==> src/rtl/ps2_pkg.sv <==
// ---------------------------------------------------------------------------
// ps2_pkg
// Shared constants for the PS/2 key decoder slice: prefix and control scan
// codes, the mapped make codes, key-code constants and the FSM state type.
// ---------------------------------------------------------------------------
package ps2_pkg;

  // Prefix bytes
  localparam logic [7:0] SC_EXT      = 8'hE0;
  localparam logic [7:0] SC_BRK      = 8'hF0;
  localparam logic [7:0] SC_PAUSE    = 8'hE1;

  // Keyboard control / status bytes (never part of a key sequence)
  localparam logic [7:0] SC_BAT_OK   = 8'hAA;
  localparam logic [7:0] SC_ACK      = 8'hFA;
  localparam logic [7:0] SC_RESEND   = 8'hFE;
  localparam logic [7:0] SC_ECHO     = 8'hEE;
  localparam logic [7:0] SC_ERR_LO   = 8'h00;
  localparam logic [7:0] SC_ERR_HI   = 8'hFF;

  // Player 1: W S A D
  localparam logic [7:0] SC_W        = 8'h1D;
  localparam logic [7:0] SC_S        = 8'h1B;
  localparam logic [7:0] SC_A        = 8'h1C;
  localparam logic [7:0] SC_D        = 8'h23;
  // Player 2: arrows (only valid after E0)
  localparam logic [7:0] SC_UP       = 8'h75;
  localparam logic [7:0] SC_DOWN     = 8'h72;
  localparam logic [7:0] SC_LEFT     = 8'h6B;
  localparam logic [7:0] SC_RIGHT    = 8'h74;
  // Player 3: I K J L
  localparam logic [7:0] SC_I        = 8'h43;
  localparam logic [7:0] SC_K        = 8'h42;
  localparam logic [7:0] SC_J        = 8'h3B;
  localparam logic [7:0] SC_L        = 8'h4B;
  // Player 4: keypad 8 5 4 6 (same bytes as the arrows, but without E0)
  localparam logic [7:0] SC_KP8      = 8'h75;
  localparam logic [7:0] SC_KP5      = 8'h73;
  localparam logic [7:0] SC_KP4      = 8'h6B;
  localparam logic [7:0] SC_KP6      = 8'h74;
  // Game start
  localparam logic [7:0] SC_SPACE    = 8'h29;

  localparam logic [4:0] KEY_IDLE    = 5'd31;
  localparam logic [4:0] KEY_START   = 5'd16;
  localparam int         NUM_KEYS    = 17;

  // Number of bytes that follow E1 in the Pause make sequence
  localparam logic [2:0] PAUSE_TAIL  = 3'd7;

  // Decoder FSM states
  typedef logic [2:0] fsm_state_t;
  localparam fsm_state_t ST_IDLE       = 3'd0;
  localparam fsm_state_t ST_EXT        = 3'd1;
  localparam fsm_state_t ST_BRK        = 3'd2;
  localparam fsm_state_t ST_EXT_BRK    = 3'd3;
  localparam fsm_state_t ST_PAUSE_SKIP = 3'd4;

  // True for keyboard status bytes that abort any partial sequence
  function automatic logic is_ctrl_byte(input logic [7:0] b);
    logic r;
    case (b)
      SC_BAT_OK, SC_ACK, SC_RESEND, SC_ECHO, SC_ERR_LO, SC_ERR_HI: r = 1'b1;
      default:                                                   r = 1'b0;
    endcase
    return r;
  endfunction

endpackage

==> src/rtl/ps2_scancode_lut.sv <==
// ---------------------------------------------------------------------------
// ps2_scancode_lut
// Combinational lookup from {extended flag, scan byte} to a key code.
// Ports:
//   ext        in  1  byte was preceded by E0
//   scan_byte  in  8  make/break code byte
//   hit        out 1  byte maps to a game key
//   code       out 5  key code 0..16 when hit, KEY_IDLE otherwise
// ---------------------------------------------------------------------------
module ps2_scancode_lut
  import ps2_pkg::*;
(
  input  logic       ext,
  input  logic [7:0] scan_byte,
  output logic       hit,
  output logic [4:0] code
);

  // Map table; within each player the order is up, down, left, right
  always_comb begin
    hit  = 1'b1;
    code = KEY_IDLE;
    case ({ext, scan_byte})
      {1'b0, SC_W}:     code = 5'd0;
      {1'b0, SC_S}:     code = 5'd1;
      {1'b0, SC_A}:     code = 5'd2;
      {1'b0, SC_D}:     code = 5'd3;
      {1'b1, SC_UP}:    code = 5'd4;
      {1'b1, SC_DOWN}:  code = 5'd5;
      {1'b1, SC_LEFT}:  code = 5'd6;
      {1'b1, SC_RIGHT}: code = 5'd7;
      {1'b0, SC_I}:     code = 5'd8;
      {1'b0, SC_K}:     code = 5'd9;
      {1'b0, SC_J}:     code = 5'd10;
      {1'b0, SC_L}:     code = 5'd11;
      {1'b0, SC_KP8}:   code = 5'd12;
      {1'b0, SC_KP5}:   code = 5'd13;
      {1'b0, SC_KP4}:   code = 5'd14;
      {1'b0, SC_KP6}:   code = 5'd15;
      {1'b0, SC_SPACE}: code = KEY_START;
      default: begin
        hit  = 1'b0;
        code = KEY_IDLE;
      end
    endcase
  end

endmodule

==> src/rtl/ps2_key_decoder.sv <==
// ---------------------------------------------------------------------------
// ps2_key_decoder
// Turns the PS/2 scan-code byte stream into one-cycle key-code pulses for the
// directions stage, a game-start strobe and a held-key bitmap. Handles E0/F0
// prefixes, typematic repeat suppression, the 8-byte Pause sequence and a
// timeout that drops a dangling prefix.
// Ports:
//   CLOCK_50        in   1  50 MHz system clock
//   reset           in   1  synchronous, active-high
//   ps2_byte        in   8  received scan-code byte
//   ps2_byte_valid  in   1  one-cycle strobe qualifying ps2_byte
//   KEY_PRESSED     out  5  key code for one cycle on a make, else 31
//   key_valid       out  1  KEY_PRESSED carries a code 0..16
//   start_pulse     out  1  one-cycle pulse on a Space make
//   key_held        out 17  bitmap of held mapped keys, bit n = code n
// ---------------------------------------------------------------------------
module ps2_key_decoder
  import ps2_pkg::*;
#(
  parameter int TIMEOUT_CYCLES = 2500000,
  parameter bit REPEAT_EN      = 1'b0
) (
  input  logic                CLOCK_50,
  input  logic                reset,
  input  logic [7:0]          ps2_byte,
  input  logic                ps2_byte_valid,
  output logic [4:0]          KEY_PRESSED,
  output logic                key_valid,
  output logic                start_pulse,
  output logic [NUM_KEYS-1:0] key_held
);

  localparam int TW = (TIMEOUT_CYCLES > 2) ? $clog2(TIMEOUT_CYCLES) : 1;
  localparam logic [TW-1:0] TMO_LAST = TW'(TIMEOUT_CYCLES - 1);

  fsm_state_t    state_r;
  fsm_state_t    state_nxt_s;
  logic [TW-1:0] tmo_cnt_r;
  logic [2:0]    pause_cnt_r;
  logic          in_prefix_s;
  logic          tmo_hit_s;
  logic          is_make_s;
  logic          is_break_s;
  logic          pause_load_s;
  logic          lut_ext_s;
  logic          lut_hit_s;
  logic [4:0]    lut_code_s;

  assign in_prefix_s = (state_r == ST_EXT) || (state_r == ST_BRK) ||
                       (state_r == ST_EXT_BRK);
  assign tmo_hit_s   = in_prefix_s && (tmo_cnt_r == TMO_LAST);
  assign lut_ext_s   = (state_r == ST_EXT) || (state_r == ST_EXT_BRK);

  ps2_scancode_lut u_lut (
    .ext       (lut_ext_s),
    .scan_byte (ps2_byte),
    .hit       (lut_hit_s),
    .code      (lut_code_s)
  );

  // Next-state decode and classification of the current byte as make/break
  always_comb begin
    state_nxt_s  = state_r;
    is_make_s    = 1'b0;
    is_break_s   = 1'b0;
    pause_load_s = 1'b0;
    if (ps2_byte_valid) begin
      if (state_r == ST_PAUSE_SKIP) begin
        // Pause tail bytes are consumed blindly, control bytes included
        if (pause_cnt_r <= 3'd1) begin
          state_nxt_s = ST_IDLE;
        end else begin
          state_nxt_s = ST_PAUSE_SKIP;
        end
      end else if (is_ctrl_byte(ps2_byte)) begin
        state_nxt_s = ST_IDLE;
      end else begin
        case (state_r)
          ST_IDLE: begin
            if (ps2_byte == SC_EXT) begin
              state_nxt_s = ST_EXT;
            end else if (ps2_byte == SC_BRK) begin
              state_nxt_s = ST_BRK;
            end else if (ps2_byte == SC_PAUSE) begin
              state_nxt_s  = ST_PAUSE_SKIP;
              pause_load_s = 1'b1;
            end else begin
              is_make_s   = 1'b1;
              state_nxt_s = ST_IDLE;
            end
          end
          ST_EXT: begin
            if (ps2_byte == SC_BRK) begin
              state_nxt_s = ST_EXT_BRK;
            end else begin
              is_make_s   = 1'b1;
              state_nxt_s = ST_IDLE;
            end
          end
          ST_BRK, ST_EXT_BRK: begin
            is_break_s  = 1'b1;
            state_nxt_s = ST_IDLE;
          end
          default: state_nxt_s = ST_IDLE;
        endcase
      end
    end else if (tmo_hit_s) begin
      state_nxt_s = ST_IDLE;
    end else begin
      state_nxt_s = state_r;
    end
  end

  // FSM state register
  always_ff @(posedge CLOCK_50) begin
    if (reset) begin
      state_r <= ST_IDLE;
    end else begin
      state_r <= state_nxt_s;
    end
  end

  // Prefix timeout counter: idle-gap length while a prefix is pending
  always_ff @(posedge CLOCK_50) begin
    if (reset) begin
      tmo_cnt_r <= '0;
    end else if (ps2_byte_valid || !in_prefix_s || tmo_hit_s) begin
      tmo_cnt_r <= '0;
    end else begin
      tmo_cnt_r <= tmo_cnt_r + TW'(1);
    end
  end

  // Pause tail counter: loaded on E1, counts down one per skipped byte
  always_ff @(posedge CLOCK_50) begin
    if (reset) begin
      pause_cnt_r <= 3'd0;
    end else if (pause_load_s) begin
      pause_cnt_r <= PAUSE_TAIL;
    end else if (ps2_byte_valid && (state_r == ST_PAUSE_SKIP)) begin
      pause_cnt_r <= pause_cnt_r - 3'd1;
    end else begin
      pause_cnt_r <= pause_cnt_r;
    end
  end

  // Registered key outputs and held-key bitmap
  always_ff @(posedge CLOCK_50) begin
    if (reset) begin
      KEY_PRESSED <= KEY_IDLE;
      key_valid   <= 1'b0;
      start_pulse <= 1'b0;
      key_held    <= '0;
    end else begin
      KEY_PRESSED <= KEY_IDLE;
      key_valid   <= 1'b0;
      start_pulse <= 1'b0;
      if (is_make_s && lut_hit_s) begin
        key_held[lut_code_s] <= 1'b1;
        // A typematic repeat arrives while the key is already held
        if (!key_held[lut_code_s] || REPEAT_EN) begin
          KEY_PRESSED <= lut_code_s;
          key_valid   <= 1'b1;
          start_pulse <= (lut_code_s == KEY_START);
        end
      end else if (is_break_s && lut_hit_s) begin
        key_held[lut_code_s] <= 1'b0;
      end else begin
        key_held <= key_held;
      end
    end
  end

endmodule
==> config.mk <==
export PLATFORM = sky130hd
export DESIGN_NAME = ps2_key_decoder
export DESIGN_NICKNAME = d
export VERILOG_FILES = /design/src/rtl/ps2_pkg.sv /design/src/rtl/ps2_scancode_lut.sv /design/src/rtl/ps2_key_decoder.sv
export SDC_FILE = /design/constraint.sdc
export NUM_CORES = 1
export LEC_CHECK = 0
export CAP_MARGIN = 25
export CORE_ASPECT_RATIO = 2
export CORE_MARGIN = 2
export CORE_UTILIZATION = 61
export DETAILED_ROUTE_END_ITERATION = 10
export PLACE_DENSITY = 0.86
export SLEW_MARGIN = 20
export SYNTH_ARGS = -nofsm -noshare
export SYNTH_HDL_FRONTEND = slang
export SYNTH_SLANG_ARGS = --single-unit
export TNS_END_PERCENT = 30
==> constraint.sdc <==
create_clock -name CLOCK_50 -period 5.6 [get_ports CLOCK_50]
set_input_delay 1.68 -clock CLOCK_50 [delete_from_list [all_inputs] [get_ports CLOCK_50]]
set_output_delay 1.68 -clock CLOCK_50 [all_outputs]
set_load 0.03 [all_outputs]
### Wire density map

11 x 21 tiles, from white (low) to dark blue (high), scaled to the fullest tile. Values are wire area over tile area, all layers added.
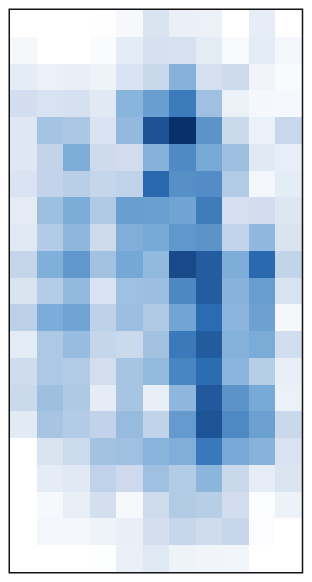
densest ninth of the die: middle
emptiest ninth of the die: bottom left
nearly empty tiles: 8.7%
GRT Overall Usage: 30.0%
Routed Wire Length: 7.39 mm
drt wl/cell: 16.0 µm
via count: 2858

### Pin map

Bar = 20 µm. Pins as bars across the die edge, other pins in gray.
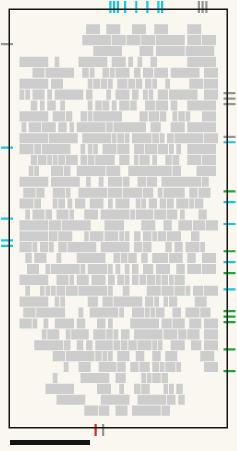
legend:
  cyan:
    port: key_held
    pins: 17
    direction: output
    edge: 8 top, 5 right, 4 left
  red:
    port: reset
    pins: 1
    direction: input
    edge: bottom
  green:
    port: ps2_byte
    pins: 8
    direction: input
    edge: right
all pins by edge: 17 right, 11 top, 5 left, 2 bottom
Die Height: 104 µm
Die X: 54.0 µm
IO buf count: 34

### Close-up of the layout

Bar = 5 µm. Window x 17 to 37, y 63 to 83 µm. Cells in gray, sequential cells in the stronger gray; small squares are vias.
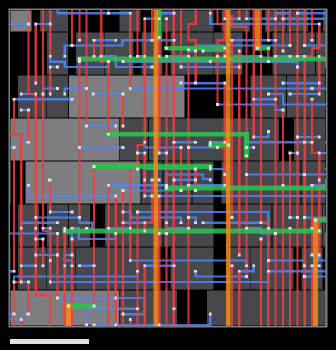
legend:
  orange:
    layer: M4
  blue:
    layer: M1
  green:
    layer: M3
  red:
    layer: M2
cells with their middle in the window: 45
most frequent: nand2_1 (10), a21oi_1 (5)
sequential cells in the window: 4

==> flow_summary_export.csv <==
group,metric,value,unit
status,status,"completed",
layout,nClkBuffers,5,
synth,synthCells,381,
synth,common_cells,"52 x dfxtp_1, 49 x nand2_1, 47 x nor2_1, 23 x nand3_1, 22 x a21oi_1",
worst_hold_path,hold_path.class,"flop to flop",
layout,dominant_cells,"combinational gates",
synth,ys_sh_mux,4.01,%
layout,fillers,380,
setup_path,criticalPathCategory,"primary input to flop",
timing,skew,0.00759,ns
synth,top_area_share,34.1,%
synth,top_area_cell,"dfxtp_1",
layout,nFlopsAndLatches,52,
place,dpl_cell_area,0.00339,mm²
die,fp-utilization,62.8,%
cts,cts_setup_buffers,0,
setup_path,cp_slowest_stage_delay,0.73,ns
setup_path,r2r_cells,8,
layout,nets,419,
cts,clk_pin_slew_worst_paths,0.10,ns
layout,comb_area,0.00186,mm²
setup_path,r2r_start,"state_r[0]$_SDFFE_PP0P_",
layout,n_all_buffers,41,
global_route,grt_max_degree,27,
cts,clockBufferDepth,2,
cts,clkSinkCount,52,
pwr,p_per_area,197,mW/mm²
layout,layout_top_cell,"dfxtp_1",
synth,logic_family,"simple AND/OR/NAND/NOR gates",
timing,slew_headroom,48.2,%
die,core-area,0.00486,mm²
cts,clk_latency,0.31,ns
layout,num_antenna_cells,0,
synth,ff_type,"dfxtp_1",
route,drtAntennaViolNets,0,
setup_path,critical_path_arrival,5.08,ns
global_route,grt_pass1_wl,13.0,mm
worst_hold_path,whs_endpoint,"tmo_cnt_r[0]$_SDFF_PP0_",
pwr,peakVddDrop,194,µV
layout,clkCellAreaFrac,3.28,%
synth,synthArstFlopShare,0,%
synth,postSynthSeqShare,34.1,%
die,nWellTaps,57,
worst_hold_path,min_path_cells,1,
pwr,p_leak,1.13,nW
synth,mappedNetlistArea,0.00305,mm²
synth,yosysCellCount,381,
layout,drive_gt1_share,7.14,%
layout,register_area,0.00104,mm²
cts,holdBufCountCts,0,
route,via_per_inst,6.17,
setup_path,cp_top_family,"simple AND/OR/NAND/NOR gates",
route,drt_iter0_markers,108,
synth,aoi_share,12.9,%
cts,clockRootBuffer,"clkbuf_8",
timing,fin_crit,4.89,ns
setup_path,cp_num_cells,10,
timing,finalHoldViolations,0,
setup_path,critPathCapture,"KEY_PRESSED[2]$_SDFF_PP1_",
timing,max_freq,204,MHz
global_route,antenna_found_initial,0,
global_route,grt_overflow,0,
setup_path,crit_chain,"clkdlybuf4s50_1, or4b_2, a211oi_1, a211oi_1, nand2_1, buf_4, mux4_2, nand2_1, nand2_1, or4b_1",
die,num_rows,36,
synth,most_common_cell,"dfxtp_1",
setup_path,startpoint,"ps2_byte[3]",
layout,instances_no_fill,463,
setup_path,r2r_slack,2.14,ns
run,drv_cap,0,
setup_path,cp_slowest_cell,"or4b_2",
layout,seq_share,29.7,%
die,die-area,0.00562,mm²
layout,design_area,0.00351,mm²
layout,final_cell_mix,"52 x dfxtp_1, 49 x nand2_1, 47 x nor2_1",
synth,edf_count,0,
worst_hold_path,min_from,"tmo_cnt_r[0]$_SDFF_PP0_",
cts,h-tree-depth,2,
layout,final-nonclk-buf-share,11.2,%
layout,nNonClkInverters,6,
setup_path,cp_num_buf_inv,2,
layout,logic_gate_count,299,
layout,sh_comb_area,53.2,%
timing,setup_viol,0,
synth,yosys_area,0.00305,mm²
timing,fin_crit_sh,87.4,%
synth,synth_adder_area_share,1.23,%
place,place_congestion,0.959,
timing,maxSlewViolCount,0,
timing,rsz0062_at_grt,"no",
synth,simple_gate_share,36.3,%
cts,cts_resized,0,
setup_path,cp_data_required_time,5.79,ns
synth,synth_nets,395,
route,dr.pass1.iters,4,
route,drc,0,
layout,final_util,72.1,%
timing,worst_slew_pin_slew,0.775,ns
synth,ys_ff,52,
synth,synth-xor-area-share,6.60,%
timing,setup_tns,0,ns
global_route,grt_pass1_vias,2836,
layout,area_delta_synth_final,14.8,%
cts,cts_made_buffers,5,
setup_path,crit_top_cell,"nand2_1",
place,hpwl,5.57,mm
place,place_inst,455,
synth,synthTopCellsByArea,"dfxtp_1 34%, nand2_1 6.0%, nor2_1 5.8%",
setup_path,startpoint_type,"primary input",
synth,ys_warn_count,0,
setup_path,cp-end-kind,"flop",
synth,syn_area_per_cell,8.02,µm²
die,io_pins,35,
synth,synthDistinctLibCells,60,
power breakdown:
group          internal, mW  switching (mW)
clock                 0.135           0.129
combinational        0.0223          0.0346
sequential            0.370        0.000855
layer usage:
layer  global-route usage, %  up-vias  wire (µm)
met1                    33.1     1321       2770
met5                       0        -          0
met3                    6.32       36        302
met4                    19.1        0        409
li1                        -     1400          -
met2                    49.2      101       3910
metrics by stage:
stage,setup WS (ns),power (mW),hold WS [ns]
2_1_floorplan,1.31,0.420,0.418
3_3_place_gp,0.549,0.434,0.439
3_5_place_dp,0.479,0.435,0.446
4_1_cts,0.774,0.695,0.468
5_1_grt,0.555,0.716,0.479
6_report,0.708,0.691,0.460
Power is estimated from default activity; no workload was simulated.
